<file path="src/rtl/muntjac_issue_scoreboard_pkg.sv">
// rtl/muntjac_issue_scoreboard_pkg.sv - RISC-V base opcodes and issue classification helpers
package muntjac_issue_scoreboard_pkg;

  // 7-bit RISC-V base opcodes seen at the issue stage
  typedef enum logic [6:0] {
    OPC_LOAD      = 7'b0000011,
    OPC_MISC_MEM  = 7'b0001111,
    OPC_OP_IMM    = 7'b0010011,
    OPC_AUIPC     = 7'b0010111,
    OPC_OP_IMM_32 = 7'b0011011,
    OPC_STORE     = 7'b0100011,
    OPC_AMO       = 7'b0101111,
    OPC_OP        = 7'b0110011,
    OPC_LUI       = 7'b0110111,
    OPC_OP_32     = 7'b0111011,
    OPC_BRANCH    = 7'b1100011,
    OPC_JALR      = 7'b1100111,
    OPC_JAL       = 7'b1101111,
    OPC_SYSTEM    = 7'b1110011
  } opcode_e;

  // Width of the outstanding long-op counter (MaxPending is at most 15)
  localparam int unsigned CountW = 4;

  function automatic logic op_uses_rs1(logic [6:0] op);
    case (op)
      OPC_JALR, OPC_LOAD, OPC_OP_IMM, OPC_OP_IMM_32, OPC_STORE,
      OPC_BRANCH, OPC_OP, OPC_OP_32, OPC_AMO: return 1'b1;
      default:                                return 1'b0;
    endcase
  endfunction

  function automatic logic op_uses_rs2(logic [6:0] op);
    case (op)
      OPC_STORE, OPC_BRANCH, OPC_OP, OPC_OP_32, OPC_AMO: return 1'b1;
      default:                                           return 1'b0;
    endcase
  endfunction

  function automatic logic op_writes_rd(logic [6:0] op);
    case (op)
      OPC_STORE, OPC_BRANCH, OPC_MISC_MEM, OPC_SYSTEM: return 1'b0;
      default:                                         return 1'b1;
    endcase
  endfunction

  // Anything the scoreboard does not explicitly understand is treated as serializing
  function automatic logic op_is_serializing(logic [6:0] op);
    case (op)
      OPC_LOAD, OPC_OP_IMM, OPC_AUIPC, OPC_OP_IMM_32, OPC_STORE, OPC_AMO,
      OPC_OP, OPC_LUI, OPC_OP_32, OPC_BRANCH, OPC_JALR, OPC_JAL: return 1'b0;
      default:                                                  return 1'b1;
    endcase
  endfunction

  function automatic logic op_is_long(logic [6:0] op, logic muldiv);
    case (op)
      OPC_LOAD, OPC_AMO:  return 1'b1;
      OPC_OP, OPC_OP_32:  return muldiv;
      default:            return 1'b0;
    endcase
  endfunction

endpackage

</file>
<file path="src/rtl/muntjac_issue_scoreboard.sv">
// rtl/muntjac_issue_scoreboard.sv - issue-stage register hazard scoreboard with serializing drain
module muntjac_issue_scoreboard
  import muntjac_issue_scoreboard_pkg::*;
#(
  parameter int unsigned MaxPending = 4
) (
  input  logic        clk_i,
  input  logic        rst_ni,
  input  logic        issue_valid_i,
  output logic        issue_ready_o,
  input  logic [6:0]  issue_opcode_i,
  input  logic        issue_muldiv_i,
  input  logic [4:0]  issue_rd_i,
  input  logic [4:0]  issue_rs1_i,
  input  logic [4:0]  issue_rs2_i,
  input  logic        wb_valid_i,
  input  logic [4:0]  wb_rd_i,
  output logic [31:0] pending_o,
  output logic        busy_o,
  output logic        draining_o,
  output logic        err_o
);

  typedef enum logic {
    ST_RUN   = 1'b0,
    ST_DRAIN = 1'b1
  } state_e;

  state_e            r_state;
  state_e            w_state_next;
  logic [31:0]       r_pending;
  logic [CountW-1:0] r_count;
  logic              r_err;

  logic [31:0]       w_wb_onehot;
  logic [31:0]       w_eff;
  logic              w_serial;
  logic              w_long;
  logic              w_raw;
  logic              w_waw;
  logic              w_cap;
  logic              w_fire;
  logic              w_long_fire;
  logic              w_wb_dec;
  logic              w_wb_bad;
  logic [31:0]       w_set;
  logic [CountW-1:0] w_count_next;

  // A same-cycle writeback already releases its register for hazard purposes
  assign w_wb_onehot = wb_valid_i ? (32'd1 << wb_rd_i) : 32'd0;
  assign w_eff       = r_pending & ~w_wb_onehot;

  assign w_serial = op_is_serializing(issue_opcode_i);
  assign w_long   = op_is_long(issue_opcode_i, issue_muldiv_i);
  // x0 can never be set in r_pending, so no explicit x0 guard is needed on sources
  assign w_raw    = (op_uses_rs1(issue_opcode_i) && w_eff[issue_rs1_i]) ||
                    (op_uses_rs2(issue_opcode_i) && w_eff[issue_rs2_i]);
  assign w_waw    = op_writes_rd(issue_opcode_i) && (issue_rd_i != 5'd0) && w_eff[issue_rd_i];
  assign w_cap    = w_long && (r_count == CountW'(MaxPending)) && !wb_valid_i;

  // Ready: serializing ops wait for a fully quiet machine, others only for hazards
  always_comb begin
    issue_ready_o = 1'b0;
    if (w_serial) begin
      issue_ready_o = (r_count == '0) && !wb_valid_i;
    end else begin
      issue_ready_o = !(w_raw || w_waw || w_cap);
    end
  end

  assign w_fire      = issue_valid_i && issue_ready_o;
  assign w_long_fire = w_fire && w_long;
  // Counter saturates at zero; a writeback with nothing outstanding only flags an error
  assign w_wb_dec    = wb_valid_i && (r_count != '0);
  assign w_wb_bad    = wb_valid_i &&
                       ((r_count == '0) || ((wb_rd_i != 5'd0) && !r_pending[wb_rd_i]));
  assign w_set       = (w_long_fire && (issue_rd_i != 5'd0)) ? (32'd1 << issue_rd_i) : 32'd0;

  // Next outstanding count
  always_comb begin
    w_count_next = r_count;
    case ({w_long_fire, w_wb_dec})
      2'b10:   w_count_next = r_count + CountW'(1);
      2'b01:   w_count_next = r_count - CountW'(1);
      default: w_count_next = r_count;
    endcase
  end

  // Pending bitmap, counter and sticky error; set beats clear on the same register
  always_ff @(posedge clk_i or negedge rst_ni) begin
    if (!rst_ni) begin
      r_pending <= 32'd0;
      r_count   <= '0;
      r_err     <= 1'b0;
    end else begin
      r_pending <= ((r_pending & ~w_wb_onehot) | w_set) & ~32'd1;
      r_count   <= w_count_next;
      if (w_wb_bad) begin
        r_err <= 1'b1;
      end
    end
  end

  // FSM state register
  always_ff @(posedge clk_i or negedge rst_ni) begin
    if (!rst_ni) begin
      r_state <= ST_RUN;
    end else begin
      r_state <= w_state_next;
    end
  end

  // FSM next state: enter DRAIN when a serializing op meets outstanding work
  always_comb begin
    w_state_next = r_state;
    case (r_state)
      ST_RUN: begin
        if (issue_valid_i && w_serial && (r_count != '0)) begin
          w_state_next = ST_DRAIN;
        end
      end
      ST_DRAIN: begin
        if (!issue_valid_i || (w_count_next == '0)) begin
          w_state_next = ST_RUN;
        end
      end
      default: w_state_next = ST_RUN;
    endcase
  end

  assign pending_o  = r_pending;
  assign busy_o     = (r_count != '0);
  assign draining_o = (r_state == ST_DRAIN);
  assign err_o      = r_err;

endmodule

</file>
<file path="config.mk">
export PLATFORM = sky130hd
export DESIGN_NAME = muntjac_issue_scoreboard
export DESIGN_NICKNAME = d
export VERILOG_FILES = /design/src/rtl/muntjac_issue_scoreboard_pkg.sv /design/src/rtl/muntjac_issue_scoreboard.sv
export SDC_FILE = /design/constraint.sdc
export NUM_CORES = 1
export LEC_CHECK = 0
export ABC_AREA = 1
export CORE_AREA = 3 3 91 127
export CTS_BUF_LIST = sky130_fd_sc_hd__clkbuf_4 sky130_fd_sc_hd__clkbuf_8
export DETAILED_ROUTE_END_ITERATION = 7
export DIE_AREA = 0 0 94 130
export PLACE_DENSITY = 0.63
export SLEW_MARGIN = 20
export SYNTH_ARGS = -nofsm -noshare
export SYNTH_HDL_FRONTEND = slang
export SYNTH_SLANG_ARGS = --single-unit
</file>
<file path="constraint.sdc">
create_clock -name clk_i -period 3.5 [get_ports clk_i]
set_input_delay 0.525 -clock clk_i [delete_from_list [all_inputs] [get_ports clk_i]]
set_output_delay 0.525 -clock clk_i [all_outputs]
set_load 0.02 [all_outputs]
</file>
**Run 1: wiring by layer**

Only two layers are drawn.
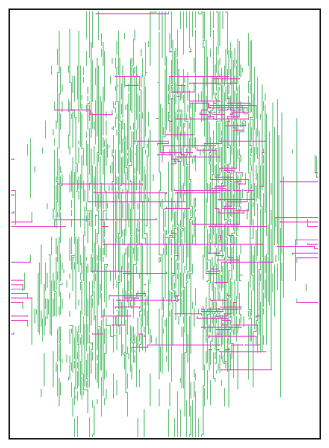
color	layer	wire length
magenta	metal 3	1060 µm
green	metal 2	8580 µm

**Run 1: the metal 1 layer**

Scale bar: 20 µm. Supply wires on this layer in gray.
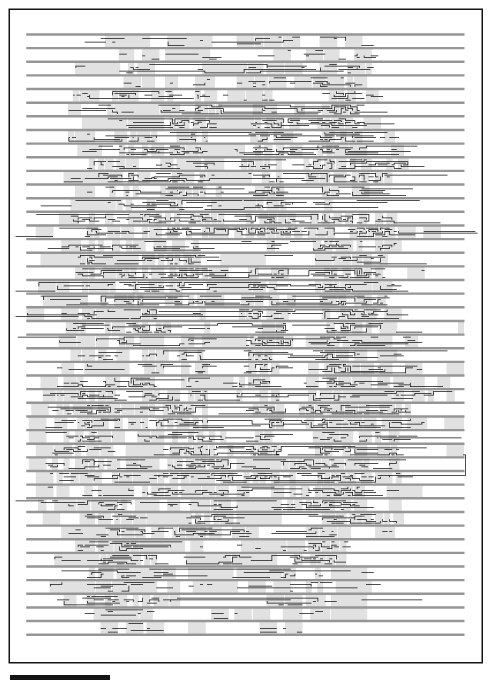
wire length on this layer	6040 µm
longest straight run	36.8 µm
nets with wire on the layer	705

**Run 1: where the registers sit**

Scale bar: 20 µm. Other sequential cells in the stronger gray, the rest of the logic in the fainter gray.
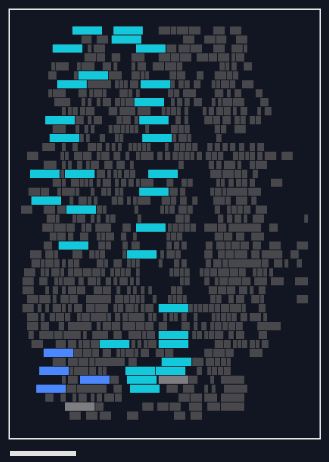
color	name in the netlist	flops
cyan	pending_o	31
blue	r_count	4
not colored	2

==> impl_metrics.env, run 1 <==
# physical design summary
export IMPL_clkSinkCount=37
export IMPL_cp_max_fo=11
export IMPL_drv_cap=0
export IMPL_critPathLaunchType="input pin"
export IMPL_drt_iter0_markers=443
export IMPL_antenna_found_initial=0
export IMPL_root_buffer="clkbuf_8"
export IMPL_drc=0
export IMPL_vias=4828
export IMPL_hold_class="in -> async"
export IMPL_ys_seq_share_pct=25.4
export IMPL_post_drt_wl_per_cell_um=18.8
export IMPL_report_final_slew_viol_count=0
export IMPL_period_needed_ps=3560
export IMPL_dpl_worst_slack_ps=-845
export IMPL_rsz0062_at_grt="yes"
export IMPL_fin_area_um2=5680
export IMPL_grt_pass1_wl_mm=25.4
export IMPL_ys_area_um2=3640
export IMPL_rows=44
export IMPL_synth_cell_types=39
export IMPL_r2r_slack_ps=360
export IMPL_placed_cell_area_um2=5130
export IMPL_worstSkewPairLatency_ps=300
export IMPL_drive_gt1_share_pct=29.0
export IMPL_routed_wl_mm=16.6
export IMPL_port_buffers=66
export IMPL_startpoint="wb_rd_i[3]"
export IMPL_grt_pass1_vias=4829
export IMPL_die_x_um=94
export IMPL_ys_sh_adder_pct=1.58
export IMPL_clk_pin_slew_ps=80
export IMPL_muxShareOfSynthArea_pct=0.309
export IMPL_setup_slack_ps=-56.1
export IMPL_nNetsFinal=782
export IMPL_ys_warnings_count=0
export IMPL_cts_hold_fix_buffers=0
export IMPL_ir_drop_v=0.000292
export IMPL_synth_xor_area_share_pct=0.722
export IMPL_finalClockPeriodUsage_pct=102
export IMPL_cp_data_required_time_ps=3690
export IMPL_compound_area_share_pct=16.0
export IMPL_ys_cells=580
export IMPL_largest_reg_flops=31
export IMPL_status="complete, but fails checks"
export IMPL_fin_setup_tns_ps=-56.1
export IMPL_ant_nets=0
export IMPL_cts_buffers=5
export IMPL_ys_sh_simple_pct=44.3
export IMPL_cts_tree="built"
export IMPL_critPathKind="in -> reg"
export IMPL_grt_usage_pct=27.2
export IMPL_cts_htree_levels=2
export IMPL_endpoint_kind="register"
export IMPL_rr_worst_depth=22
export IMPL_finalClockSkew_ps=5.94
export IMPL_antennaDiodeCount=0
export IMPL_reg2reg_to="draining_o$_DFF_PN0_"
export IMPL_gr_total_overflow=0
export IMPL_synth_nets=616
export IMPL_viasPerCell=5.46
export IMPL_syn_area_um2=3640
export IMPL_dp_hpwl_mm=12.6
export IMPL_fp_util_pct=34.8
export IMPL_power_density_nw_per_um2=281
export IMPL_core_area_um2=10500
export IMPL_syn_inst=580
export IMPL_violations="negative setup slack"
export IMPL_fmax_mhz=281
export IMPL_synth_seq_cells=37
export IMPL_fill_cells=1046
export IMPL_routabilityCongestion=1.06
export IMPL_top_logic_kind="simple AND/OR/NAND/NOR gates"
export IMPL_warnings=28
export IMPL_die_h_um=130
export IMPL_avgSynthCellArea_um2=6.28
export IMPL_worstMarginPinSlew_ps=834
export IMPL_finalHoldViolCount=0
export IMPL_crit_end="draining_o$_DFF_PN0_"
export IMPL_cts_buffer_depth=2
export IMPL_final_setup_viol_count=1
export IMPL_r2r_start="pending_o[31]$_DFF_PN0_"
export IMPL_grt_max_degree=38
export IMPL_critPathArrivalTime_ps=3750
export IMPL_first_pass_iters=8
export IMPL_dieArea_um2=12200
export IMPL_p_leak_uw=0.00267
export IMPL_area_growth_pct=56.0
export IMPL_io_pins=68
export IMPL_relSlewSlack_pct=44.4
[run 1: power breakdown]
group	total [µW]	switching, µW	internal (µW)
clock	318	154	164
combinational	747	396	351
sequential	528	58.2	470
[run 1: Yosys cell counts (all sizes together)]
library cell  number  area share (%)
nand2            145              15
nand3            139              19
inv               72             7.4
nor2              39             4.6
dfrtp             37              25
o21bai            31             7.9
nor3              18             2.5
a21oi             16             2.2
buf               14             2.8
nand4             12             2.5
clkbuf            11             1.1
o21ai             10             1.4
a22oi              9             1.9
a31oi              4            0.69
ha                 3             1.0
xnor2              3            0.72
a21o               2            0.41
clkinv             2            0.21
nor4               2            0.34
o31ai              2            0.41
a21boi             1            0.21
a221o              1            0.28
a311oi             1            0.24
conb               1            0.10
fa                 1            0.55
mux2               1            0.31
nand3b             1            0.21
o2111ai            1            0.24
o22ai              1            0.17
[run 1: layer usage]
metal / vias to the layer above / global-route usage (%) / wire length (µm)
met2: 265 / 49.5 / 8570
met5: - / 0 / 0
li1: 2277 / - / -
met3: 73 / 4.09 / 1060
met4: 0 / 14.9 / 905
met1: 2213 / 30.1 / 6040
[run 1: final cells by class]
type / count / area [µm²] / share of cell area [%]
Tap cell: 138 / 173 / 3.04
Multi-Input combinational cell: 444 / 2560 / 45.0
Inverter: 74 / 284 / 5.00
Clock buffer: 7 / 90.1 / 1.59
Sequential cell: 37 / 926 / 16.3
Timing Repair Buffer: 184 / 1650 / 29.0
[run 1: what timing repair did]
item / 4_1_cts / 5_1_grt
gates cloned: 2 / 0
pin swaps: 34 / 21
resized: 93 / 19
buffers inserted: 14 / 3
setup endpoints to repair: 4 / 3
[run 1: worst max-delay path, stage by stage]
cell,delay (ps)
clkdlybuf4s15_2,250
inv_4,130
buf_12,150
nand4_1,220
nand3_1,150
nand3_1,80
nand3_1,110
nand3_1,80
nand3_1,90
nand2_2,100
nand2_2,60
nand4_1,140
a21boi_2,220
nand2_2,90
ha_4,190
ha_4,200
a21o_1,160
a21oi_2,110
inv_1,70
a21oi_2,110
o21ai_1,100
xnor2_1,150
o31ai_1,200
nor2_1,60
[run 1: cells by family (layout without fill, tap and decap cells)]
| group | count (synthesis) | after routing |
|---|---|---|
| and+or+nand+nor | 356 | 356 |
| buffers and inverters | 99 | 265 |
| AOI/OAI and AO/OA | 79 | 79 |
| DFF | 37 | 37 |
| adders and majority gates | 4 | 4 |
| xor gates and xnor gates | 3 | 3 |
| other | 1 | 1 |
| muxes | 1 | 1 |
[run 1: stage by stage]
stage	cells	utilization [%]	total power [µW]	hold WS [ps]
finish	884	54.3	1590	327
detailed placement	858	49.0	1160	448
global placement	858	49.0	1150	444
global route	884	54.3	1670	391
floorplan	580	-	852	229
CTS	881	53.6	1540	353
[run 1: layout by cell type, fill, tap and decap left out, types with 5 or more instances in the layout]
cell type and count:
nor2_4 8, a21oi_1 14, o21bai_2 15, nand3_1 120, nand4_1 11, o21ai_0 5, buf_4 108, dfrtp_1 37
inv_1 65, nand3_2 17, nor2_2 6, clkdlybuf4s50_1 55, inv_2 5, nor2_1 25, a22oi_1 9, o21bai_1 16
clkbuf_8 6, buf_12 6, nor3_1 17, nand2_1 128, nand2_2 16
**Run 1: nets reached from selected ports**

Scale bar: 20 µm.
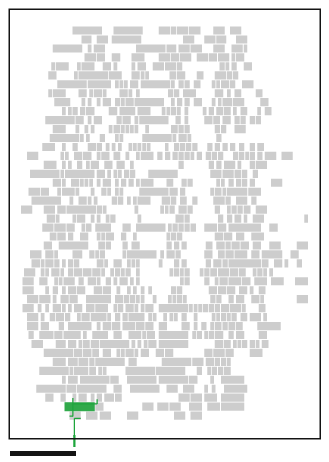

==> run 2: changes to the inputs <==
CORE_AREA = 2 2 90 126   (was 3 3 91 127)
DIE_AREA = 0 0 92 128   (was 0 0 94 130)
**Run 2: nets reached from selected ports**

Scale bar: 20 µm.
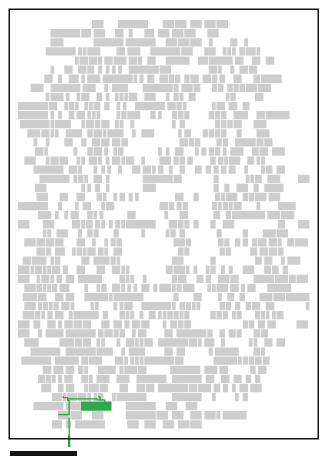
color	port	bits	direction	edge	end cells	buffers	wire
green	draining_o	1	output	bottom	1	1	31.8 µm

==> impl_metrics.env, run 2 <==
# physical design summary
export IMPL_antenna_found_initial=0
export IMPL_synth_seq_cells=37
export IMPL_dpl_worst_slack_ps=-920
export IMPL_antennaDiodeCount=0
export IMPL_layout_top_cell="nand2_1"
export IMPL_viasPerCell=5.49
export IMPL_routed_wl_mm=16.9
export IMPL_timing_critical_path_buf_inv=4
export IMPL_fmax_mhz=285
export IMPL_warnings=27
export IMPL_area_growth_pct=61.6
export IMPL_setup_slack_ps=-12.3
export IMPL_cts_buffer_depth=2
export IMPL_grt_usage_pct=28.6
export IMPL_fp_util_pct=34.0
export IMPL_area_leaders="dfrtp_1 (25%), nand3_1 (19%), nand2_1 (15%)"
export IMPL_first_pass_iters=5
export IMPL_critPathKind="in -> reg"
export IMPL_clkSinkCount=37
export IMPL_die_x_um=92
export IMPL_nNetsFinal=793
export IMPL_path_cells="buf_8 > buf_6 > inv_4 > nor2_4 > nand3_2 > nand2_1 > inv_2 > nand2_1 > nand3_1 > nand3_1 > nand3_1 > nand3_1 > nand2_2 > nand2_1 > nand4_1 > a21boi_2 > nand2_2 > ha_4 > fa_1 > mux2_4 > nor2_2 > nand2_1 > o31ai_2 > nor2_1"
export IMPL_grt_pass1_wl_mm=25.9
export IMPL_compound_area_share_pct=16.0
export IMPL_cp_depth=24
export IMPL_top_area_cell="dfrtp_1"
export IMPL_finalHoldViolCount=0
export IMPL_core_area_um2=10700
export IMPL_crit_family="simple AND/OR/NAND/NOR gates"
export IMPL_cts_htree_levels=2
export IMPL_port_buffers=66
export IMPL_rr_worst_depth=20
export IMPL_dieArea_um2=11800
export IMPL_synth_xor_area_share_pct=0.722
export IMPL_post_drt_wl_per_cell_um=18.8
export IMPL_violations="negative setup slack"
export IMPL_cp_max_fo=6
export IMPL_switching_share_pct=37.7
export IMPL_cts_buffers=5
export IMPL_cts_hold_fix_buffers=0
export IMPL_drc=0
export IMPL_status="complete, but fails checks"
export IMPL_top_cells_by_count="nand2_1 (145), nand3_1 (138), inv_1 (69)"
export IMPL_endpoint_kind="register"
export IMPL_final_cell_mix="nand2_1 (125), nand3_1 (120), buf_4 (111), inv_1 (62), clkdlybuf4s50_1 (53)"
export IMPL_max_stage_delay_ps=480
export IMPL_rsz0062_at_grt="yes"
export IMPL_critPathArrivalTime_ps=3700
export IMPL_drv_cap=0
export IMPL_worstSkewPairLatency_ps=300
export IMPL_rows=45
export IMPL_ir_drop_v=0.000315
export IMPL_synth_nets=616
export IMPL_drt_iter0_markers=421
export IMPL_ys_sh_simple_pct=44.3
export IMPL_p_int_uw=1010
export IMPL_ys_cells=580
export IMPL_avgSynthCellArea_um2=6.28
export IMPL_finalClockSkew_ps=4.23
export IMPL_p_leak_uw=0.00277
export IMPL_clk_pin_slew_ps=70
export IMPL_grt_pass1_vias=4865
export IMPL_die_h_um=128
export IMPL_whs_ps=323
export IMPL_gr_total_overflow=0
export IMPL_ys_area_um2=3640
export IMPL_top_cell="nand2_1"
export IMPL_drive_gt1_share_pct=31.4
export IMPL_pwr_share_seq_pct=32.5
export IMPL_io_pins=68
export IMPL_hold_class="in -> async"
export IMPL_comb_power_share_pct=46.6
export IMPL_syn_area_um2=3640
export IMPL_ys_seq_share_pct=25.4
export IMPL_report_final_slew_viol_count=0
export IMPL_synth_top_area_share_pct=25.4
export IMPL_cts_tree="built"
export IMPL_worstMarginPinSlew_ps=851
export IMPL_final_setup_viol_count=1
export IMPL_muxShareOfSynthArea_pct=0.309
export IMPL_ys_sh_adder_pct=1.58
export IMPL_async_flop_share_pct=100
export IMPL_relSlewSlack_pct=43.3
export IMPL_dp_hpwl_mm=13.3
export IMPL_power_density_nw_per_um2=276
export IMPL_ys_warnings_count=0
export IMPL_edf_count=0
export IMPL_cp_data_required_time_ps=3690
export IMPL_vias=4939
export IMPL_post_route_util_pct=55.0
export IMPL_ant_nets=0
export IMPL_syn_inst=580
export IMPL_critPathLaunchType="input pin"
export IMPL_ys_flop_type="dfrtp_1"
export IMPL_netSwitchingPower_uw=613
export IMPL_period_needed_ps=3510
export IMPL_root_buffer="clkbuf_8"
export IMPL_crit_slowest_cell="fa_1"
export IMPL_top_logic_kind="simple AND/OR/NAND/NOR gates"
export IMPL_largest_reg_flops=31
export IMPL_routabilityCongestion=1.04
export IMPL_synth_cell_types=39
export IMPL_clock_power_share_pct=20.9
export IMPL_finalClockPeriodUsage_pct=100
export IMPL_grt_max_degree=38
run 2: cell counts after synthesis:
No cell type changed its count.
run 2: power groups by stage:
stage / Combinational, µW / Clock, µW / Sequential (µW)
after floorplan: 312 / 0 / 540
after global placement: 628 / 0 / 531
after detailed placement: 631 / 0 / 534
after CTS: 694 / 352 / 529
after global routing: 813 / 365 / 537
final: 757 / 340 / 529
run 2: cell families after synthesis:
group	after synthesis
xor+xnor	3
mux	1
other cells	1
flops	37
simple gates	356
buf+inv	99
compound gates	79
fa+ha+maj	4
run 2: layout make-up:
type                       count  area (µm²)
multi-input combinational    444        2590
fill                        1086        4820
tap                          141         176
sequential                    37         926
timing repair buffer         195        1790
clock buffer                   7        96.3
inverter                      74         293
clock inverter                 1        5.00
run 2: repair_timing:
action                                  in CTS  in global routing
setup buffers                                8                  7
gates cloned                                 3                  0
pin swaps                                   21                 44
endpoints found under the setup margin       5                  4
gates resized                               65                 75
run 2: worst paths after layout:
path	startpoint	endpoint	slack, ps
worst min-delay path	rst_ni	r_count[0]$_DFF_PN0_	320
worst max register to register	pending_o[29]$_DFF_PN0_	draining_o$_DFF_PN0_	330
worst max-delay path	wb_rd_i[2]	draining_o$_DFF_PN0_	-10
worst min register to register	err_o$_DFFE_PN0P_	err_o$_DFFE_PN0P_	490
max in group asynchronous	rst_ni	pending_o[26]$_DFF_PN0_	2630
min in group clk_i	wb_valid_i	err_o$_DFFE_PN0P_	460
run 2: routing by layer:
layer | track usage [%] | vias up | routed length, µm
li1 | - | 2304 | -
met3 | 3.41 | 62 | 925
met4 | 16.4 | 0 | 930
met2 | 51.4 | 242 | 8680
met5 | 0 | - | 0
met1 | 32.3 | 2331 | 6380
run 2: through the flow:
stage                     power, µW  setup TNS [ps]  area [µm²]  cells
final                          1630           -12.3        5880    899
after global routing           1710            -200        5880    899
after floorplan                 852               0        3650    580
after detailed placement       1170           -2930        5260    873
after global placement         1160           -2800        5260    873
after CTS                      1580               0        5600    892
**Run 2: congestion heat map**

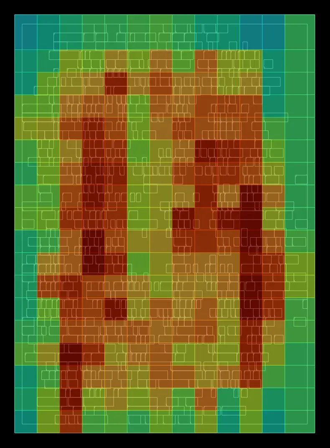

==> run 3: changes to the inputs <==
CORE_AREA = 2 2 80 112   (was 2 2 90 126)
DIE_AREA = 0 0 82 114   (was 0 0 92 128)
PLACE_DENSITY = 0.76   (was 0.63)
**Run 3: congestion heat map**

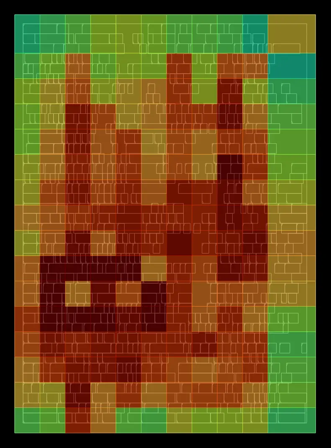
met1 usage: 46.0%
grt peak-use layer: met2

==> impl_metrics.env, run 3 <==
# physical design summary
export IMPL_critPathArrivalTime_ps=3980
export IMPL_async_flop_share_pct=100
export IMPL_vias=5306
export IMPL_cts_htree_levels=2
export IMPL_period_needed_ps=3760
export IMPL_cp_max_fo=3
export IMPL_layout_top_cell="buf_4"
export IMPL_setup_slack_ps=-262
export IMPL_fin_setup_tns_ps=-423
export IMPL_port_buffers=66
export IMPL_crit_slowest_cell="clkdlybuf4s50_1"
export IMPL_warnings=28
export IMPL_clkSinkCount=37
export IMPL_grt_max_degree=38
export IMPL_violations="negative setup slack"
export IMPL_edf_count=0
export IMPL_ant_nets=0
export IMPL_grt_usage_pct=40.1
export IMPL_rsz0062_at_grt="yes"
export IMPL_ys_flop_type="dfrtp_1"
export IMPL_r2r_start="pending_o[21]$_DFF_PN0_"
export IMPL_fin_cells=872
export IMPL_fin_area_um2=6090
export IMPL_synth_cell_types=39
export IMPL_muxShareOfSynthArea_pct=0.309
export IMPL_synth_seq_cells=37
export IMPL_cp_data_required_time_ps=3710
export IMPL_fmax_mhz=266
export IMPL_area_growth_pct=67.4
export IMPL_report_final_slew_viol_count=0
export IMPL_dp_hpwl_mm=13.1
export IMPL_critPathLaunchType="input pin"
export IMPL_gr_total_overflow=0
export IMPL_top_cells_by_count="nand2_1 (145), nand3_1 (138), inv_1 (69)"
export IMPL_relSlewSlack_pct=38.0
export IMPL_status="complete, but fails checks"
export IMPL_clk_pin_slew_ps=80
export IMPL_area_combinational_um2=2780
export IMPL_hold_class="in -> async"
export IMPL_drt_iter0_markers=456
export IMPL_final_cell_mix="buf_4 (121), nand2_1 (120), nand3_1 (108), inv_1 (61), clkdlybuf4s50_1 (49)"
export IMPL_post_route_util_pct=72.5
export IMPL_syn_area_um2=3640
export IMPL_ir_drop_v=0.000590
export IMPL_avgSynthCellArea_um2=6.28
export IMPL_ys_sh_simple_pct=44.3
export IMPL_worstSkewPairLatency_ps=330
export IMPL_io_pins=68
export IMPL_cts_buffer_depth=2
export IMPL_worstMarginPinSlew_ps=930
export IMPL_dieArea_um2=9350
export IMPL_area_leaders="dfrtp_1 (25%), nand3_1 (19%), nand2_1 (15%)"
export IMPL_post_drt_wl_per_cell_um=22.1
export IMPL_viasPerCell=6.08
export IMPL_largest_reg_flops=31
export IMPL_critPathKind="in -> reg"
export IMPL_top_area_cell="dfrtp_1"
export IMPL_nNetsFinal=802
export IMPL_die_h_um=114
export IMPL_drc=0
export IMPL_antennaDiodeCount=0
export IMPL_path_cells="clkdlybuf4s50_1 > inv_1 > buf_4 > nor2_1 > nand2_1 > nand3_2 > a21oi_2 > o31ai_2 > nand2_1 > nand4_1 > a21boi_4 > nand2_2 > ha_4 > buf_6 > fa_1 > mux2_4 > nor2_4 > nand2_2 > o31ai_2 > nor2_1"
export IMPL_crit_end="draining_o$_DFF_PN0_"
export IMPL_ys_warnings_count=0
export IMPL_cts_hold_fix_buffers=0
export IMPL_final_setup_viol_count=2
export IMPL_cts_tree="built"
export IMPL_cts_buffers=5
export IMPL_startpoint="issue_opcode_i[5]"
export IMPL_fp_util_pct=43.3
-- run 3: cell counts after synthesis --
No cell type changed its count.
-- run 3: area by class of cell --
cell class,instances,share of cell area (%)
Clock buffer,6,1.35
Sequential cell,37,15.2
Timing Repair Buffer,204,30.2
Tap cell,105,2.16
Inverter,74,4.87
Clock inverter,2,0.616
Multi-Input combinational cell,444,45.6
-- run 3: per-layer routing --
metal	GRT usage [%]	vias up	routed length [µm]
met4	31.1	0	1890
met1	46.0	2502	6830
li1	-	2321	-
met2	64.9	357	9270
met3	6.49	126	1300
met5	0	-	0
-- run 3: worst min-delay path by stage --
stage / end / slack (ps) / depth (start not counted)
3_5_place_dp: err_o$_DFFE_PN0P_ / 450 / 1
4_1_cts: pending_o[16]$_DFF_PN0_ / 360 / 1
3_3_place_gp: err_o$_DFFE_PN0P_ / 440 / 1
5_1_grt: pending_o[19]$_DFF_PN0_ / 400 / 1
2_1_floorplan: draining_o$_DFF_PN0_ / 230 / 0
6_report: pending_o[19]$_DFF_PN0_ / 340 / 1
-- run 3: cell families (layout without fill, tap and decap cells) --
family	count (synthesis)	after routing
buffers and inverters	99	286
other	1	1
adder cells (fa/ha/maj)	4	4
multiplexers	1	1
AND-OR/OR-AND	79	79
XOR/XNOR	3	3
flip-flops	37	37
AND/OR/NAND/NOR	356	356
-- run 3: power breakdown --
part           total (µW)  switching, µW  internal (µW)
combinational         928            486            442
sequential            540           70.5            470
clock                 415            183            232
-- run 3: stage by stage --
step | total power [µW] | setup WS [ps]
after floorplan | 852 | 19.8
after global placement | 1150 | -813
after detailed placement | 1170 | -947
after CTS | 1680 | -19.4
after global routing | 1940 | -433
final | 1880 | -262
-- run 3: what timing repair did --
item                                    in CTS  in global routing
buffers inserted                            16                 13
gates resized                               95                 94
endpoints found under the setup margin       5                  5
pin swaps                                   31                 41
endpoints found under the hold margin        0                  0
cloned                                       2                  1
-- run 3: critical path, delay by kind of cell --
family,cells,cell delay (ps)
adder cells (fa/ha/maj),2,630
AND/OR/NAND/NOR,9,880
multiplexers,1,310
AND-OR/OR-AND,4,760
buffers and inverters,4,850
No activity file was given, so power comes from the tool's default toggle rates.
